==> config.mk <==
export PLATFORM = sky130hd
export DESIGN_NAME = chisq_select_flat
export DESIGN_NICKNAME = d
export VERILOG_FILES = /design/src/rtl/chisq_pkg.sv /design/src/rtl/chisq_select_if.sv /design/src/rtl/chisq_result_fifo.sv /design/src/rtl/chisq_select.sv /design/src/flat_wrapper.sv
export SDC_FILE = /design/constraint.sdc
export NUM_CORES = 1
export LEC_CHECK = 0
export CAP_MARGIN = 20
export CORE_MARGIN = 2
export CORE_UTILIZATION = 45
export DETAILED_ROUTE_END_ITERATION = 6
export PLACE_DENSITY = 0.64
export SLEW_MARGIN = 20
export SYNTH_ARGS = -nofsm -noshare
export SYNTH_HDL_FRONTEND = slang
export SYNTH_SLANG_ARGS = --single-unit
export TNS_END_PERCENT = 100
==> constraint.sdc <==
create_clock -name clock -period 10.4 [get_ports clock]
set_clock_uncertainty 0.05 [all_clocks]
set_input_delay 1.04 -clock clock [delete_from_list [all_inputs] [get_ports clock]]
set_output_delay 1.04 -clock clock [all_outputs]
set_load 0.1 [all_outputs]
==> src/rtl/chisq_pkg.sv <==
// Shared types and constants for the chi-square candidate selector.
// Holds default widths, the saturation code, FSM states and the result record.
package chisq_pkg;

    localparam int CHISQBITS_DEFAULT = 32;
    localparam int IDBITS_DEFAULT    = 10;
    localparam int CNTBITS_DEFAULT   = 8;

    // All-ones chi-square marks a saturated/overflowed value.
    localparam logic [CHISQBITS_DEFAULT-1:0] CHISQ_SAT = '1;

    typedef enum logic [0:0] {
        ST_IDLE  = 1'b0,
        ST_ACCUM = 1'b1
    } state_t;

    typedef struct packed {
        logic [CHISQBITS_DEFAULT-1:0] best_chisq;
        logic [IDBITS_DEFAULT-1:0]    best_id;
        logic [CNTBITS_DEFAULT-1:0]   n_pass;
        logic                         none_pass;
    } result_t;

endpackage

==> src/rtl/chisq_select_if.sv <==
// Candidate input stream and group-result output handshake.
// master drives candidates and out_ready; slave is the selector.
interface chisq_select_if
    import chisq_pkg::*;
#(
    parameter int CHISQBITS = CHISQBITS_DEFAULT,
    parameter int IDBITS    = IDBITS_DEFAULT,
    parameter int CNTBITS   = CNTBITS_DEFAULT
);

    logic [CHISQBITS-1:0] chisq;
    logic                 chisq_dv;
    logic [IDBITS-1:0]    cand_id;
    logic                 last;
    logic [CHISQBITS-1:0] thr;
    logic                 out_ready;

    logic                 out_valid;
    logic [CHISQBITS-1:0] best_chisq;
    logic [IDBITS-1:0]    best_id;
    logic [CNTBITS-1:0]   n_pass;
    logic                 none_pass;
    logic                 lost;

    modport master (
        output chisq, chisq_dv, cand_id, last, thr, out_ready,
        input  out_valid, best_chisq, best_id, n_pass, none_pass, lost
    );

    modport slave (
        input  chisq, chisq_dv, cand_id, last, thr, out_ready,
        output out_valid, best_chisq, best_id, n_pass, none_pass, lost
    );

endinterface

==> src/rtl/chisq_result_fifo.sv <==
// Two-entry result FIFO; head entry is always visible on dout.
// A push on a full FIFO succeeds only if a pop happens in the same cycle.
module chisq_result_fifo #(
    parameter int           W       = 8,
    parameter logic [W-1:0] RST_VAL = '0
) (
    input  logic         clock,
    input  logic         reset,
    input  logic         push,
    input  logic [W-1:0] din,
    input  logic         pop,
    output logic         valid,
    output logic [W-1:0] dout,
    output logic         overflow
);

    logic [W-1:0] mem_q [2];
    logic [W-1:0] mem_d [2];
    logic         rd_q, rd_d;
    logic         wr_q, wr_d;
    logic [1:0]   cnt_q, cnt_d;
    logic         do_pop;
    logic         do_push;

    // Pointer/count update; pop is evaluated first so a full FIFO can take a push.
    always_comb begin
        mem_d    = mem_q;
        rd_d     = rd_q;
        wr_d     = wr_q;
        do_pop   = pop && (cnt_q != 2'd0);
        do_push  = push && ((cnt_q != 2'd2) || do_pop);
        overflow = push && !do_push;
        if (do_pop) begin
            rd_d = ~rd_q;
        end
        if (do_push) begin
            mem_d[wr_q] = din;
            wr_d        = ~wr_q;
        end
        cnt_d = cnt_q + {1'b0, do_push} - {1'b0, do_pop};
    end

    // Storage and pointer registers.
    always_ff @(posedge clock or negedge reset) begin
        if (!reset) begin
            mem_q <= '{RST_VAL, RST_VAL};
            rd_q  <= 1'b0;
            wr_q  <= 1'b0;
            cnt_q <= 2'd0;
        end else begin
            mem_q <= mem_d;
            rd_q  <= rd_d;
            wr_q  <= wr_d;
            cnt_q <= cnt_d;
        end
    end

    assign valid = (cnt_q != 2'd0);
    assign dout  = mem_q[rd_q];

endmodule

==> src/rtl/chisq_select.sv <==
// Picks the minimum passing chi-square per candidate group and queues
// one result record per group into a two-entry output FIFO.
module chisq_select
    import chisq_pkg::*;
#(
    parameter int CHISQBITS = CHISQBITS_DEFAULT,
    parameter int IDBITS    = IDBITS_DEFAULT,
    parameter int CNTBITS   = CNTBITS_DEFAULT
) (
    input logic           clock,
    input logic           reset,
    chisq_select_if.slave bus
);

    typedef struct packed {
        logic [CHISQBITS-1:0] best_chisq;
        logic [IDBITS-1:0]    best_id;
        logic [CNTBITS-1:0]   n_pass;
        logic                 none_pass;
    } res_t;

    localparam int                   RES_W   = $bits(res_t);
    localparam logic [CHISQBITS-1:0] SAT     = '1;
    localparam logic [CNTBITS-1:0]   CNT_MAX = '1;
    localparam res_t RES_IDLE = '{
        best_chisq: SAT,
        best_id:    '0,
        n_pass:     '0,
        none_pass:  1'b0
    };

    state_t               state_q, state_d;
    logic [CHISQBITS-1:0] thr_q, thr_d;
    logic [CHISQBITS-1:0] best_q, best_d;
    logic [IDBITS-1:0]    id_q, id_d;
    logic [CNTBITS-1:0]   cnt_q, cnt_d;
    logic                 lost_q, lost_d;

    logic                 idle;
    logic [CHISQBITS-1:0] g_thr;
    logic                 pass;
    logic [CHISQBITS-1:0] base_best;
    logic [IDBITS-1:0]    base_id;
    logic [CNTBITS-1:0]   base_cnt;
    logic [CHISQBITS-1:0] f_best;
    logic [IDBITS-1:0]    f_id;
    logic [CNTBITS-1:0]   f_cnt;
    logic                 push;
    res_t                 push_res;
    logic                 fifo_valid;
    logic [RES_W-1:0]     fifo_dout;
    logic                 overflow;
    res_t                 head;

    // Fold the current candidate into the group and decide next state.
    always_comb begin
        state_d  = state_q;
        thr_d    = thr_q;
        best_d   = best_q;
        id_d     = id_q;
        cnt_d    = cnt_q;
        push     = 1'b0;
        idle     = (state_q == ST_IDLE);
        g_thr    = idle ? bus.thr : thr_q;
        base_best = idle ? SAT : best_q;
        base_id   = idle ? '0 : id_q;
        base_cnt  = idle ? '0 : cnt_q;
        pass     = (bus.chisq != SAT) && (bus.chisq <= g_thr);
        f_best   = base_best;
        f_id     = base_id;
        f_cnt    = base_cnt;
        if (pass && (bus.chisq < base_best)) begin
            f_best = bus.chisq;
            f_id   = bus.cand_id;
        end
        if (pass && (base_cnt != CNT_MAX)) begin
            f_cnt = base_cnt + CNTBITS'(1);
        end
        push_res = '{
            best_chisq: f_best,
            best_id:    f_id,
            n_pass:     f_cnt,
            none_pass:  (f_cnt == '0)
        };
        if (bus.chisq_dv) begin
            if (bus.last) begin
                push    = 1'b1;
                state_d = ST_IDLE;
                best_d  = SAT;
                id_d    = '0;
                cnt_d   = '0;
            end else begin
                state_d = ST_ACCUM;
                thr_d   = g_thr;
                best_d  = f_best;
                id_d    = f_id;
                cnt_d   = f_cnt;
            end
        end
        lost_d = lost_q | overflow;
    end

    // Group accumulator, FSM state and sticky drop flag.
    always_ff @(posedge clock or negedge reset) begin
        if (!reset) begin
            state_q <= ST_IDLE;
            thr_q   <= '0;
            best_q  <= SAT;
            id_q    <= '0;
            cnt_q   <= '0;
            lost_q  <= 1'b0;
        end else begin
            state_q <= state_d;
            thr_q   <= thr_d;
            best_q  <= best_d;
            id_q    <= id_d;
            cnt_q   <= cnt_d;
            lost_q  <= lost_d;
        end
    end

    chisq_result_fifo #(
        .W       (RES_W),
        .RST_VAL (RES_IDLE)
    ) u_fifo (
        .clock    (clock),
        .reset    (reset),
        .push     (push),
        .din      (push_res),
        .pop      (bus.out_ready),
        .valid    (fifo_valid),
        .dout     (fifo_dout),
        .overflow (overflow)
    );

    assign head           = fifo_dout;
    assign bus.out_valid  = fifo_valid;
    assign bus.best_chisq = head.best_chisq;
    assign bus.best_id    = head.best_id;
    assign bus.n_pass     = head.n_pass;
    assign bus.none_pass  = head.none_pass;
    assign bus.lost       = lost_q;

endmodule

==> src/flat_wrapper.sv <==
// flat-port wrapper written by rule: the top's interface ports become plain ports
module chisq_select_flat import chisq_pkg::*;
#(
    parameter int CHISQBITS = CHISQBITS_DEFAULT,
    parameter int IDBITS    = IDBITS_DEFAULT,
    parameter int CNTBITS   = CNTBITS_DEFAULT
)
  (clock, reset, bus_chisq, bus_chisq_dv, bus_cand_id, bus_last, bus_thr, bus_out_ready, bus_out_valid, bus_best_chisq, bus_best_id, bus_n_pass, bus_none_pass, bus_lost);
  chisq_select_if #(.CHISQBITS(CHISQBITS), .IDBITS(IDBITS), .CNTBITS(CNTBITS)) bus_i ();
  input logic clock;
  input logic reset;
  input wire logic [$bits(bus_i.chisq)-1:0] bus_chisq;
  input wire logic [$bits(bus_i.chisq_dv)-1:0] bus_chisq_dv;
  input wire logic [$bits(bus_i.cand_id)-1:0] bus_cand_id;
  input wire logic [$bits(bus_i.last)-1:0] bus_last;
  input wire logic [$bits(bus_i.thr)-1:0] bus_thr;
  input wire logic [$bits(bus_i.out_ready)-1:0] bus_out_ready;
  output wire logic [$bits(bus_i.out_valid)-1:0] bus_out_valid;
  output wire logic [$bits(bus_i.best_chisq)-1:0] bus_best_chisq;
  output wire logic [$bits(bus_i.best_id)-1:0] bus_best_id;
  output wire logic [$bits(bus_i.n_pass)-1:0] bus_n_pass;
  output wire logic [$bits(bus_i.none_pass)-1:0] bus_none_pass;
  output wire logic [$bits(bus_i.lost)-1:0] bus_lost;
  assign bus_i.chisq = bus_chisq;
  assign bus_i.chisq_dv = bus_chisq_dv;
  assign bus_i.cand_id = bus_cand_id;
  assign bus_i.last = bus_last;
  assign bus_i.thr = bus_thr;
  assign bus_i.out_ready = bus_out_ready;
  assign bus_out_valid = bus_i.out_valid;
  assign bus_best_chisq = bus_i.best_chisq;
  assign bus_best_id = bus_i.best_id;
  assign bus_n_pass = bus_i.n_pass;
  assign bus_none_pass = bus_i.none_pass;
  assign bus_lost = bus_i.lost;
  chisq_select #(.CHISQBITS(CHISQBITS), .IDBITS(IDBITS), .CNTBITS(CNTBITS)) u_core (.clock(clock), .reset(reset), .bus(bus_i));
endmodule
### Signal wires on met1

Scale: 2 px per µm.
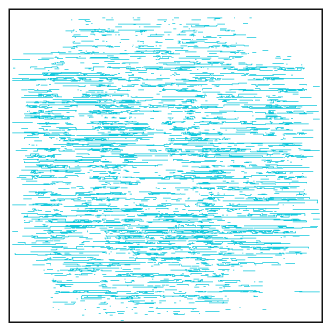
share of all routed wire: 48%
nets with wire on the layer: 1170
longest straight run: 40.9 µm
main direction: horizontal
wire length on this layer: 12300 µm

### Where the registers sit

Scale: 3 px per µm. Other sequential cells in the stronger grey, the rest of the logic in the fainter grey.
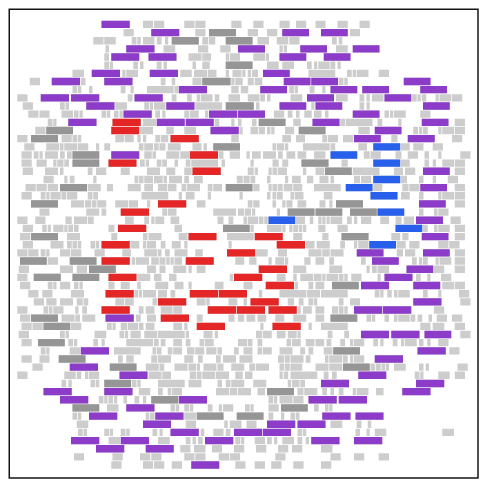
legend:
  `u_core.best_q`:
    colour: red
    sequential_cells: 32
  `u_core.u_fifo.mem_q`:
    colour: purple
    sequential_cells: 102
    where: spread over the die
  `u_core.id_q`:
    colour: blue
    sequential_cells: 10
    where: middle right
not coloured: 46
Register Area: 0.00488 mm²
utilization after layout: 54.8%
power in sequential cells: 1.18 mW

### Routing congestion

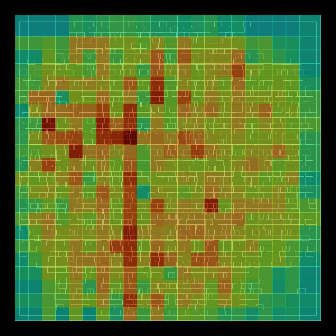
GRT Total Usage: 22.1%
wire per inst: 18.0 µm

### Close-up of the layout

Region (104, 104) to (129, 129) µm. Cells in grey, sequential cells in the stronger grey; small squares are vias.
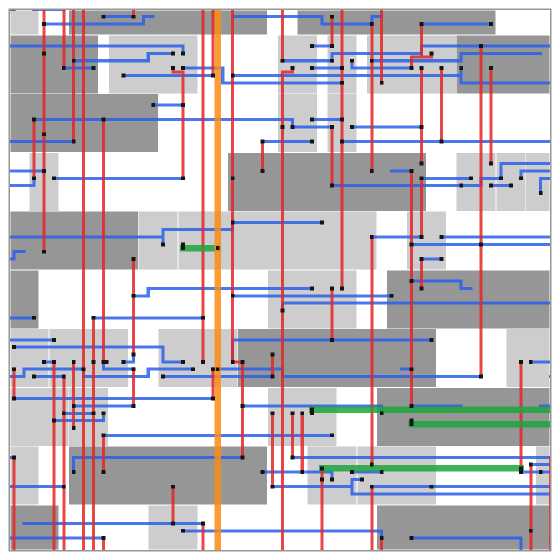
legend:
  met4:
    colour: orange
  met3:
    colour: green
  met1:
    colour: blue
  met2:
    colour: red
netlist names of flops here include: `u_core.u_fifo.mem_q` (5), `u_core.id_q` (3)
cells with their middle in the window: 30
sequential cells in the window: 8
most frequent: dfrtp_1 (8), nand2_1 (4), o21ai_0 (4)

==> results.yml <==
# synthesis and place-and-route metrics
synth:
  synth-simple-area-share_pct: 12.0
  synthFlopType: "dfstp_2"
  synthAoiAreaFrac_pct: 18.6
  ys_top_logic_family: "AND-OR/OR-AND gates"
  xor_share_pct: 0.845
  yosysWarnings: 0
  numSynthFlops: 190
  muxShareOfSynthArea_pct: 10.2
  fa_ha_area_share_pct: 7.97
  async_reset_ff_share_pct: 100
  yosysUniqueCellTypes: 59
  syn_nets: 1182
worst_setup_path:
  cp-start-kind: "flop"
  worstPathArrival_ns: 6.10
  critPathCaptureType: "flop"
  timing.rr.start: "u_core.state_q$_DFFE_PN0P_"
  worstPathMaxFanout: 54
route:
  drt_iter0_drc: 522
  viasPerCell: 5.63
  drc_errors: 0
  wirelength_um: 25700
clock_network:
  cts_tree: "built"
  htree_levels: 4
  cts.path.max_buffers: 2
  cts_root_buf: "clkbuf_16"
  post_cts_buffers: 0
  cts.sinks: 190
  ctsHoldBuffers: 0
placement:
  portBuffers: 131
  globalplace.congestion: 0.889
timing:
  setup_viol: 0
  drv_slew: 0
  tns_ns: 0
  finalClockPeriodUsage_pct: 55.5
  period_needed_ns: 5.77
  max_slew_margin_pct: 34.2
  worstMarginPinSlew_ns: 0.984
die:
  floorplan.core_util_pct: 45.8
  rows: 55
  die_x_um: 156
job:
  warnings: 28
  drv_cap: 0
cells_and_area:
  diodes: 0
  final_cell_mix: "o21ai_0 (167), nand2_1 (158), clkdlybuf4s50_1 (130)"
  drive_above_1_share_pct: 18.7
status:
  status: "finished, final reports clean"
hold_path:
  min_from: "u_core.u_fifo.mem_q[19]$_DFFE_PN1P_"
  hold_class: "flop to flop"
grt:
  grt_pass1_vias: 8004
  antenna_found_initial: 0
  grt_max_degree: 101
  grt_pass1_wl_um: 42700
power_and_ir_drop:
  p_leak_nw: 5.35
  power_density_mw_per_mm2: 306
-- critical path: stages (launching register included) --
cell,delay (ns)
dfrtp_2,0.34
buf_4,0.60
mux2i_1,0.40
ha_1,0.31
nand4_1,0.18
nor4_2,0.10
a21boi_1,0.16
or4b_1,0.56
a22oi_4,0.28
nand2_2,0.42
or4_4,0.91
a21oi_2,0.77
buf_4,0.36
o22a_1,0.17
-- Yosys cell counts, drive strengths merged, types with 3 or more instances --
library cell	instances	area share [%]
o21ai	170	8.2
nand2	160	5.8
dfstp	96	24
dfrtp	94	23
ha	66	8.0
clkbuf	57	2.1
mux2	56	6.1
nor2	51	1.9
mux2i	43	4.2
o22a	31	2.6
o41ai	31	2.6
a21oi	26	1.3
nand4	22	1.3
buf	14	0.74
and2	13	0.78
inv	13	0.47
a22o	9	0.76
xnor2	9	0.76
a21o	8	0.58
nand3	8	0.39
nor4	7	0.48
nor3	6	0.29
o2bb2ai	4	0.34
nand2b	3	0.25
o211ai	3	0.22
o21a	3	0.22
o22ai	3	0.18
-- where the power goes --
part / internal [mW] / switching (mW)
Clock: 0.330 / 0.312
Sequential: 1.07 / 0.112
Combinational: 0.551 / 1.43
-- through the flow --
stage / area, µm² / cells / hold slack (ns) / power [mW] / setup WS [ns]
4_1_cts: 12400 / 1425 / 0.417 / 3.83 / 4.61
3_5_place_dp: 11800 / 1393 / 0.406 / 3.18 / 4.21
5_1_grt: 12400 / 1425 / 0.440 / 4.00 / 4.17
2_1_floorplan: 10400 / 1037 / 0.390 / 2.72 / 6.24
3_3_place_gp: 11800 / 1393 / 0.399 / 3.16 / 4.31
6_report: 12400 / 1425 / 0.414 / 3.80 / 4.63
-- area by class of cell --
cell class,count,area (µm²)
well taps,285,357
fillers,2004,10200
multi-input cells,762,5160
inverters,14,52.6
repair buffers,142,1400
flip-flops and latches,190,4880
clock buffers,18,450
clock inverters,14,120
-- metal layers --
| layer | track usage (%) | vias to the layer above | routed length (µm) |
|---|---|---|---|
| met3 | 4.00 | 22 | 1160 |
| met4 | 5.02 | 0 | 248 |
| met1 | 31.3 | 3856 | 12300 |
| li1 | - | 3952 | - |
| met2 | 35.5 | 190 | 12000 |
| met5 | 0 | - | 0 |
-- final timing paths --
| check | endpoint | cells after the start | slack [ns] |
|---|---|---|---|
| max | u_core.best_q[31]$_DFFE_PN1P_ | 13 | 4.63 |
| min | u_core.u_fifo.mem_q[19]$_DFFE_PN1P_ | 2 | 0.41 |
| max reg2reg | u_core.best_q[31]$_DFFE_PN1P_ | 13 | 4.63 |
| min reg2reg | u_core.u_fifo.mem_q[19]$_DFFE_PN1P_ | 2 | 0.41 |
| max in group asynchronous | u_core.state_q$_DFFE_PN0P_ | 2 | 8.40 |
| min in group asynchronous | u_core.u_fifo.mem_q[17]$_DFFE_PN0P_ | 1 | 0.61 |
-- state kept, by name (all words and copies together), names as in the netlist --
name                 cells
u_core.u_fifo.mem_q    102
u_core.best_q           32
u_core.thr_q            32
u_core.id_q             10
u_core.cnt_q             8
u_core.u_fifo.cnt_q      2
u_core.bus.lost          1
u_core.state_q           1
u_core.u_fifo.rd_q       1
u_core.u_fifo.wr_q       1
No activity file was given, so power comes from the tool's default toggle rates.
